[src/rtl/simmem_burst_sched_pkg.sv]
// Shared defaults and FSM state type for the simulation-memory burst scheduler.
package simmem_pkg;
  localparam int              AW_DEF        = 16;
  localparam int              LW_DEF        = 8;
  localparam logic [15:0]     IDLE_ADDR_DEF = 16'h03FF;

  typedef enum logic [0:0] {IDLE, BURST} state_e;
endpackage

[src/rtl/simmem_burst_sched_if.sv]
// Requester handshake, memory read port and tagged read-data side of the scheduler.
interface simmem_burst_sched_if
  import simmem_pkg::*;
#(
  parameter int NREQ = 4,
  parameter int AW   = AW_DEF,
  parameter int LW   = LW_DEF
);
  localparam int CW = $clog2(NREQ);

  logic [NREQ-1:0]    req;
  logic [NREQ*AW-1:0] req_base;
  logic [NREQ*LW-1:0] req_len;
  logic [NREQ-1:0]    gnt;
  logic               busy;
  logic [AW-1:0]      mem_addr;
  logic               mem_rena;
  logic               out_valid;
  logic [CW-1:0]      out_ch;
  logic               out_last;
  logic [NREQ-1:0]    done;

  modport master (
    output req, req_base, req_len,
    input  gnt, busy, mem_addr, mem_rena, out_valid, out_ch, out_last, done
  );

  modport slave (
    input  req, req_base, req_len,
    output gnt, busy, mem_addr, mem_rena, out_valid, out_ch, out_last, done
  );
endinterface

[src/rtl/simmem_burst_sched_rr_arbiter.sv]
// Combinational round-robin pick: first set request at or after the pointer, wrapping.
module rr_arbiter #(
  parameter int NREQ = 4,
  parameter int CW   = $clog2(NREQ)
) (
  input  logic [NREQ-1:0] req_i,
  input  logic [CW-1:0]   ptr_i,
  output logic [NREQ-1:0] gnt_o,
  output logic [CW-1:0]   idx_o,
  output logic            any_o
);
  always_comb begin
    gnt_o = '0;
    idx_o = '0;
    any_o = 1'b0;
    for (int i = 0; i < NREQ; i++) begin
      int j;
      j = int'(ptr_i) + i;
      if (j >= NREQ) j = j - NREQ;
      if (!any_o && req_i[j]) begin
        any_o    = 1'b1;
        idx_o    = CW'(j);
        gnt_o[j] = 1'b1;
      end
    end
  end
endmodule

[src/rtl/simmem_burst_sched.sv]
// Round-robin burst scheduler for a shared simulation-memory read port, with a
// {valid, ch, last} tag pipeline aligned to the memory read latency.
module simmem_burst_sched
  import simmem_pkg::*;
#(
  parameter int            NREQ      = 4,
  parameter int            AW        = AW_DEF,
  parameter int            LW        = LW_DEF,
  parameter int            RD_LAT    = 2,
  parameter logic [AW-1:0] IDLE_ADDR = AW'(IDLE_ADDR_DEF)
) (
  input  logic                 clk,
  input  logic                 rst,
  simmem_burst_sched_if.slave  bus
);
  localparam int CW = $clog2(NREQ);

  state_e        state_q;
  logic [CW-1:0] ptr_q;
  logic [AW-1:0] addr_q;
  logic          rena_q;
  logic          last_q;
  logic [CW-1:0] ch_q;
  logic [LW-1:0] len_q;
  logic [LW-1:0] k_q;

  logic [NREQ-1:0] win_oh;
  logic [CW-1:0]   win_idx;
  logic            win_any;
  logic [AW-1:0]   win_base;
  logic [LW-1:0]   win_len;
  logic            take;
  logic            zlen_take;

  logic [RD_LAT-1:0]         vld_pipe_q;
  logic [RD_LAT-1:0]         last_pipe_q;
  logic [RD_LAT-1:0][CW-1:0] ch_pipe_q;

  rr_arbiter #(.NREQ(NREQ), .CW(CW)) u_arb (
    .req_i (bus.req),
    .ptr_i (ptr_q),
    .gnt_o (win_oh),
    .idx_o (win_idx),
    .any_o (win_any)
  );

  always_comb begin
    win_base = bus.req_base[AW-1:0];
    win_len  = bus.req_len[LW-1:0];
    for (int i = 0; i < NREQ; i++) begin
      if (win_idx == CW'(i)) begin
        win_base = bus.req_base[i*AW +: AW];
        win_len  = bus.req_len[i*LW +: LW];
      end
    end
  end

  // Arbitration only happens in the IDLE cycle, so gnt is a pulse by construction.
  assign take      = (state_q == IDLE) && win_any && !rst;
  assign zlen_take = take && (win_len == '0);

  always_ff @(posedge clk) begin
    if (rst) begin
      state_q <= IDLE;
      ptr_q   <= '0;
      addr_q  <= IDLE_ADDR;
      rena_q  <= 1'b0;
      last_q  <= 1'b0;
      ch_q    <= '0;
      len_q   <= '0;
      k_q     <= '0;
    end else begin
      case (state_q)
        IDLE: begin
          if (take) begin
            ptr_q <= (win_idx == CW'(NREQ-1)) ? '0 : win_idx + 1'b1;
            ch_q  <= win_idx;
            len_q <= win_len;
            k_q   <= '0;
            if (win_len != '0) begin
              state_q <= BURST;
              rena_q  <= 1'b1;
              addr_q  <= win_base;
              last_q  <= (win_len == LW'(1));
            end
          end
        end
        BURST: begin
          if (last_q) begin
            state_q <= IDLE;
            rena_q  <= 1'b0;
            addr_q  <= IDLE_ADDR;
            last_q  <= 1'b0;
          end else begin
            addr_q <= addr_q + 1'b1;
            k_q    <= k_q + 1'b1;
            // Next word is last when k+1 == len-1; LW+1 bits keeps len=2^LW-1 safe.
            last_q <= (({1'b0, k_q} + (LW+1)'(2)) == {1'b0, len_q});
          end
        end
        default: state_q <= IDLE;
      endcase
    end
  end

  // A zero-length grant injects a done-only marker one stage early so that
  // done lands RD_LAT cycles after gnt; the slot is free because rena is low in IDLE.
  always_ff @(posedge clk) begin
    if (rst) begin
      vld_pipe_q  <= '0;
      last_pipe_q <= '0;
      ch_pipe_q   <= '0;
    end else begin
      vld_pipe_q[0]  <= rena_q;
      last_pipe_q[0] <= (rena_q && last_q) || zlen_take;
      ch_pipe_q[0]   <= zlen_take ? win_idx : ch_q;
      for (int i = 1; i < RD_LAT; i++) begin
        vld_pipe_q[i]  <= vld_pipe_q[i-1];
        last_pipe_q[i] <= last_pipe_q[i-1];
        ch_pipe_q[i]   <= ch_pipe_q[i-1];
      end
    end
  end

  assign bus.gnt       = take ? win_oh : '0;
  assign bus.busy      = take || (state_q == BURST) || (|vld_pipe_q) || (|last_pipe_q);
  assign bus.mem_addr  = addr_q;
  assign bus.mem_rena  = rena_q;
  assign bus.out_valid = vld_pipe_q[RD_LAT-1];
  assign bus.out_ch    = ch_pipe_q[RD_LAT-1];
  assign bus.out_last  = vld_pipe_q[RD_LAT-1] && last_pipe_q[RD_LAT-1];

  always_comb begin
    bus.done = '0;
    if (last_pipe_q[RD_LAT-1]) bus.done = NREQ'(1) << ch_pipe_q[RD_LAT-1];
  end
endmodule
[src/flat_wrapper.sv]
// flat-port wrapper written by rule: the top's interface ports become plain ports
module simmem_burst_sched_flat import simmem_pkg::*;
#(
  parameter int            NREQ      = 4,
  parameter int            AW        = AW_DEF,
  parameter int            LW        = LW_DEF,
  parameter int            RD_LAT    = 2,
  parameter logic [AW-1:0] IDLE_ADDR = AW'(IDLE_ADDR_DEF)
)
  (clk, rst, bus_req, bus_req_base, bus_req_len, bus_gnt, bus_busy, bus_mem_addr, bus_mem_rena, bus_out_valid, bus_out_ch, bus_out_last, bus_done);
  simmem_burst_sched_if #(.NREQ(NREQ), .AW(AW), .LW(LW)) bus_i ();
  input  logic clk;
  input  logic rst;
  input wire logic [$bits(bus_i.req)-1:0] bus_req;
  input wire logic [$bits(bus_i.req_base)-1:0] bus_req_base;
  input wire logic [$bits(bus_i.req_len)-1:0] bus_req_len;
  output wire logic [$bits(bus_i.gnt)-1:0] bus_gnt;
  output wire logic [$bits(bus_i.busy)-1:0] bus_busy;
  output wire logic [$bits(bus_i.mem_addr)-1:0] bus_mem_addr;
  output wire logic [$bits(bus_i.mem_rena)-1:0] bus_mem_rena;
  output wire logic [$bits(bus_i.out_valid)-1:0] bus_out_valid;
  output wire logic [$bits(bus_i.out_ch)-1:0] bus_out_ch;
  output wire logic [$bits(bus_i.out_last)-1:0] bus_out_last;
  output wire logic [$bits(bus_i.done)-1:0] bus_done;
  assign bus_i.req = bus_req;
  assign bus_i.req_base = bus_req_base;
  assign bus_i.req_len = bus_req_len;
  assign bus_gnt = bus_i.gnt;
  assign bus_busy = bus_i.busy;
  assign bus_mem_addr = bus_i.mem_addr;
  assign bus_mem_rena = bus_i.mem_rena;
  assign bus_out_valid = bus_i.out_valid;
  assign bus_out_ch = bus_i.out_ch;
  assign bus_out_last = bus_i.out_last;
  assign bus_done = bus_i.done;
  simmem_burst_sched #(.NREQ(NREQ), .AW(AW), .LW(LW), .RD_LAT(RD_LAT), .IDLE_ADDR(IDLE_ADDR)) u_core (.clk(clk), .rst(rst), .bus(bus_i));
endmodule
[config.mk]
export PLATFORM = sky130hd
export DESIGN_NAME = simmem_burst_sched_flat
export DESIGN_NICKNAME = d
export VERILOG_FILES = /design/src/rtl/simmem_burst_sched_pkg.sv /design/src/rtl/simmem_burst_sched_if.sv /design/src/rtl/simmem_burst_sched_rr_arbiter.sv /design/src/rtl/simmem_burst_sched.sv /design/src/flat_wrapper.sv
export SDC_FILE = /design/constraint.sdc
export NUM_CORES = 1
export LEC_CHECK = 0
export CAP_MARGIN = 20
export CORE_MARGIN = 4
export CORE_UTILIZATION = 50
export DETAILED_ROUTE_END_ITERATION = 8
export PLACE_DENSITY = 0.88
export RECOVER_POWER = 25
export SLEW_MARGIN = 25
export SYNTH_ARGS = -nofsm -noshare
export SYNTH_HDL_FRONTEND = slang
export SYNTH_SLANG_ARGS = --single-unit
[constraint.sdc]
create_clock -name clk -period 6.9 [get_ports clk]
set_input_delay 1.725 -clock clk [delete_from_list [all_inputs] [get_ports clk]]
set_output_delay 1.725 -clock clk [all_outputs]
set_load 0.01 [all_outputs]
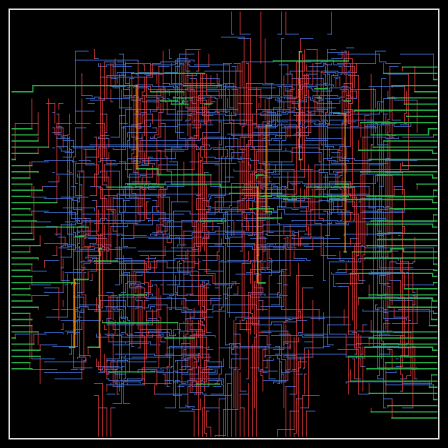
run_1/layers.png
Blue stands for M1, wire length 4480 µm. Green stands for M3, wire length 1120 µm. Red stands for M2, wire length 5610 µm. Orange stands for M4, wire length 150 µm.

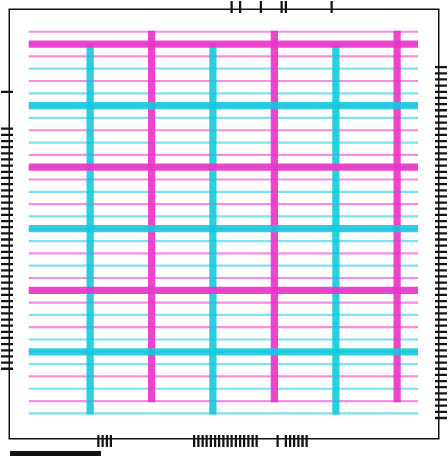
run_1/floorplan.png
Scale bar: 20 µm. Pins as bars on the die edge.
Cyan stands for VSS. Magenta stands for VDD.
32 met1 rails follow the rows. 6 straps on met4.

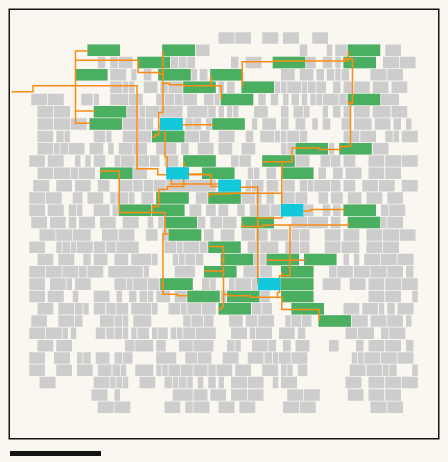
run_1/clock_wires.png
Scale bar: 20 µm.
Green stands for flip-flops, count 47. Orange stands for clock wires, length 532 µm. Cyan stands for clock-net drivers, count 5.
There are 6 routed clock nets.
clock network fraction of total power: 0.118
clock latency on the worst-skew pair: 0.30 ns
Fin Clk Skew: 0.0129 ns

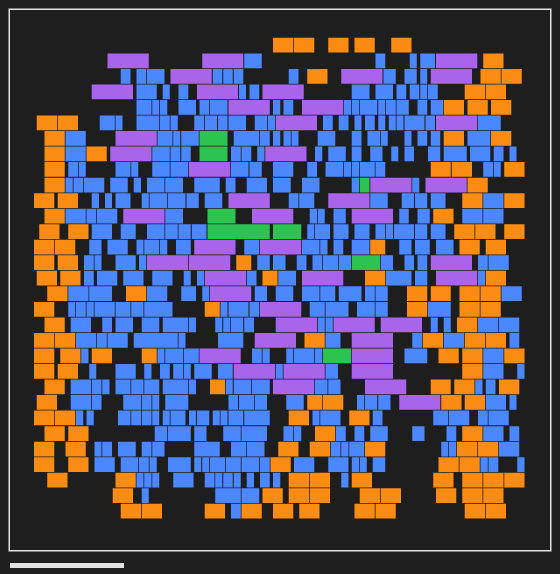
run_1/class_map.png
Scale bar: 20 µm.
Orange stands for remaining buffers and delay cells, cells 138, share of their area 27%. Green stands for clock drivers and dummy loads, cells 8, share of their area 2.3%. Purple stands for registers, cells 47, share of their area 19%. Blue stands for remaining logic cells, cells 400, share of their area 52%.
area inside the core boundary: 0.00725 mm²
cell area after layout: 0.00516 mm²
fraction of standard cell area that is sequential: 0.182

==> results.txt, run 1 <==
Update from the flow run.

The flow ran to the end, and the final reports show no timing, DRC or antenna violations. In this run, synthesis inferred 0 flip-flops with an integrated enable. The design received a total of 99 well taps at floorplan. The area taken by sequential standard cells is reported as 941 µm². The final layout report lists a filler cell count of 580. In the global route stage, met2 resource usage came out at 0.457. Per the post-place timing report, worst setup slack is 0.720 ns. The routability congestion estimate is 0.931. The number of buffers added for setup after CTS is 0. The final timing report derives a shortest allowable period of 6.32 ns. After synthesis, the netlist uses 64 different library cells. The routing layer with the top usage in global route is met2.

Once placement completed, the tool counted placed cells totaling 684. The power density over the cells is 342 mW/mm². Per the synthesis report, the adder-cell share of the synthesized area is 0.0301.

In this design, the stage delay of the slowest critical-path cell is 0.66 ns. Max fanout on the critical path was recorded as 10. The most frequently placed logic cell in the final layout is clkdlybuf4s50_1. The endpoint arrival time on the critical path is 4.59 ns. Per the post-synthesis report, the nets total 597. Detailed routing placed a total of 5.61 mm of wire on met2.

Ranked by instance count, the synthesized netlist is headed by nand2_1, dfxtp_1, mux2i_1. The headroom to the max-slew limit is 0.459. Buffers placed on the I/O ports in this run total 131. According to the floorplan log, the row count is 31. The cell count in the Yosys report is 486.

The clock tree synthesis step divided the H-tree into 2 levels. Wires add up to 11.4 mm. The total cell area at the placement stage is 0.00504 mm². The commonest register cell after synthesis is dfxtp_1. The worst setup path is captured at an output pin. The report puts the cell count of the worst reg-to-reg path at 14. The number of violations reported at the end of detailed-routing iteration 0 is 163. Of the post-synthesis cell area, the dominant cell type holds 0.251. The fraction of synthesized cell area in xor and xnor cells is 0.0467. Looking at the area split, the leading class of cells is logic gates. The number of diodes added for antenna fixing is 0.

The critical path's top delay family is AND-OR/OR-AND gates. The wire length of the first global-routing pass is 17.7 mm. The mux contribution to synthesized area is 0.152.
run_1/congestion_map.png
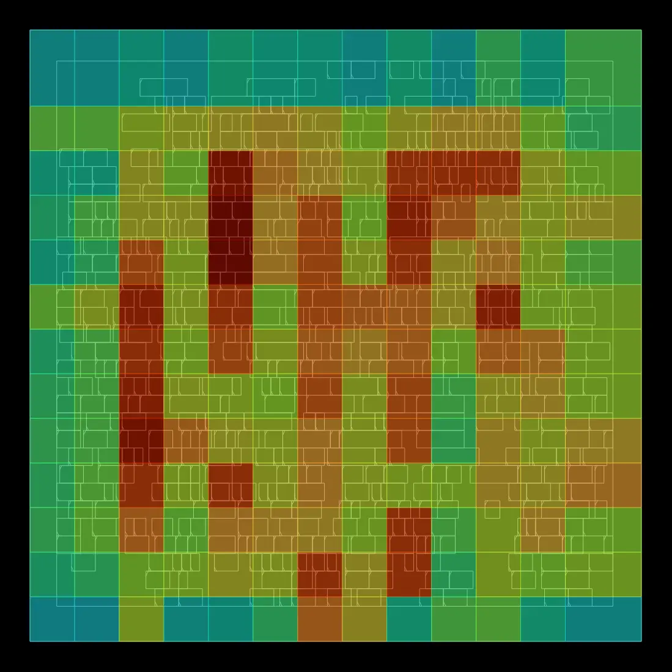

## Run 2: what changed since run 1
Settings changed: CORE_UTILIZATION 50 to 25, MAX_ROUTING_LAYER set to met4, PLACE_DENSITY 0.88 to unset.
Clock period 6.9 ns to 6 ns, I/O delays scaled along.
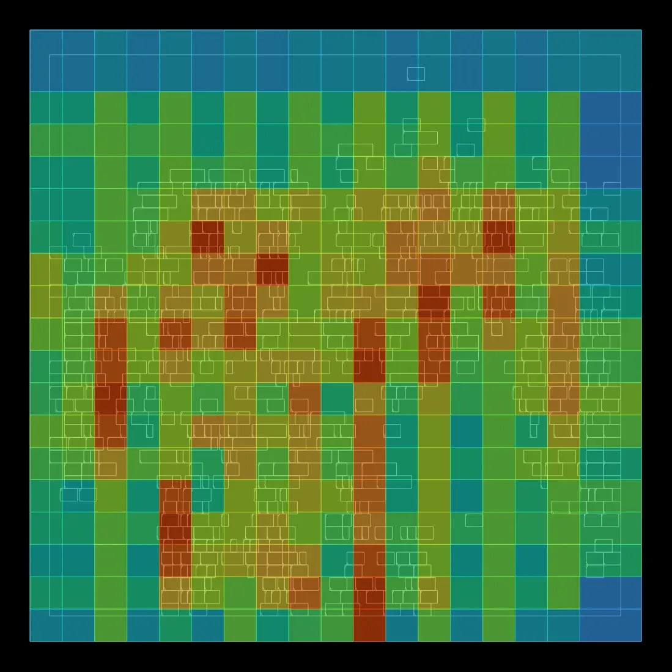
run_2/congestion_map.png
Global Route met3 Usage: 0.0252
met2 track utilization from global routing: 0.256
met1 Use GR: 0.180
final cell utilization of the core: 0.363
Routed WL per cell: 16.3 µm

==> run 2 against run 1 <==
Compared with the run above:
- critical endpoint is now bus_gnt[1]
- critical path type unchanged
- first-iteration DRC count grew 41%
- die size grew 90%
- largest cell class unchanged
- critical path depth is the same
- design area grew 2.6%
- count of clock-buffer cells in the layout shrank 1
- the run now ends with max-capacitance violations, max-slew violations left
- worst hold slack lost 0.013 ns
==> results.txt, run 2 <==
Update from the flow run.

Outcome: finished with violations (was finished clean). The final reports fail on max-capacitance violations, max-slew violations. The sequential share of cell area is 0.178 (was 0.182). The sum of overflow across all layers after global routing is 0 (unchanged).

The headroom to the max-slew limit was -0.0223 (was 0.459). The area of all placed cells without fillers is 0.00529 mm² (was 0.00516 mm²). The final hold violation count is 0 (unchanged). The routability congestion estimate is 0.874 (was 0.931). The number of buffers added for setup after CTS is 0 (unchanged). The total cell area at the placement stage is 0.00515 mm² (was 0.00504 mm²).

The cell count in the Yosys report is 486 (unchanged). The number of cell rows was 44 (was 31). The number of violations reported at the end of detailed-routing iteration 0 is 230 (was 163). The length of routed met3 wiring is 994 µm (was 1.12 mm). The via count of the routed design came to 3969 (was 4048). The clock network fraction of design power is 0.133 (was 0.118). The proportion of netlist area held by the largest area contributor came to 0.251 (unchanged). The core footprint is 0.0146 mm² (was 0.00725 mm²). The filler cell count is 1526 (was 580). The delay of the slowest cell on the worst path is 0.57 ns (was 0.66 ns). The largest fanout on the critical path is 10 (unchanged). The fraction of synthesized cell area in xor and xnor cells is 0.0467 (unchanged). The critical path endpoint was bus_gnt[1] (was bus_gnt[3]). The number of H-tree branching levels came to 2 (unchanged).

The post-synth tally of flip-flops with integrated enable is 0 (unchanged). The endpoint arrival time on the critical path is 4.08 ns (was 4.59 ns). The number of diodes added for antenna fixing is 0 (unchanged).

The count of max-cap constraint violations is 1 (was 0). The number of pins with negative max-slew slack in the final report is 34 (was 0). The power dissipated in combinational cells is 0.00130 W (was 0.00111 W).

The routed length on met2 came to 6.02 mm (was 5.61 mm). The tally of buffers added on design ports is 131 (unchanged). The wire length of the first global-routing pass is 19.5 mm (was 17.7 mm). The fraction of the mapped netlist area in adder cells is 0.0301 (unchanged). The commonest register cell after synthesis is dfxtp_1 (unchanged). The number of well-tap cells placed is 184 (was 99). The worst setup timing slack at the placement stage is 0.250 ns (was 0.720 ns). The synthesized netlist net count was 597 (unchanged).

The area-dominant cell class after layout is logic gates (unchanged). The clock period minus final worst setup slack is 5.58 ns. The most frequently placed logic cell in the final layout is clkdlybuf4s50_1 (unchanged). The area of all sequential standard cells is 941 µm² (unchanged). The critical path's top delay family is buffers and inverters (was AND-OR/OR-AND gates).

Top cell types by occurrence after synthesis: nand2_1, dfxtp_1, mux2i_1 (unchanged). The element type at the critical path end was an output pin (unchanged). The power density over the cells is 394 mW/mm² (was 342 mW/mm²). The routing layer with the top usage in global route is met2 (unchanged).

The placed cell count is 769 (was 684).
Power and IR drop assume default switching activity.
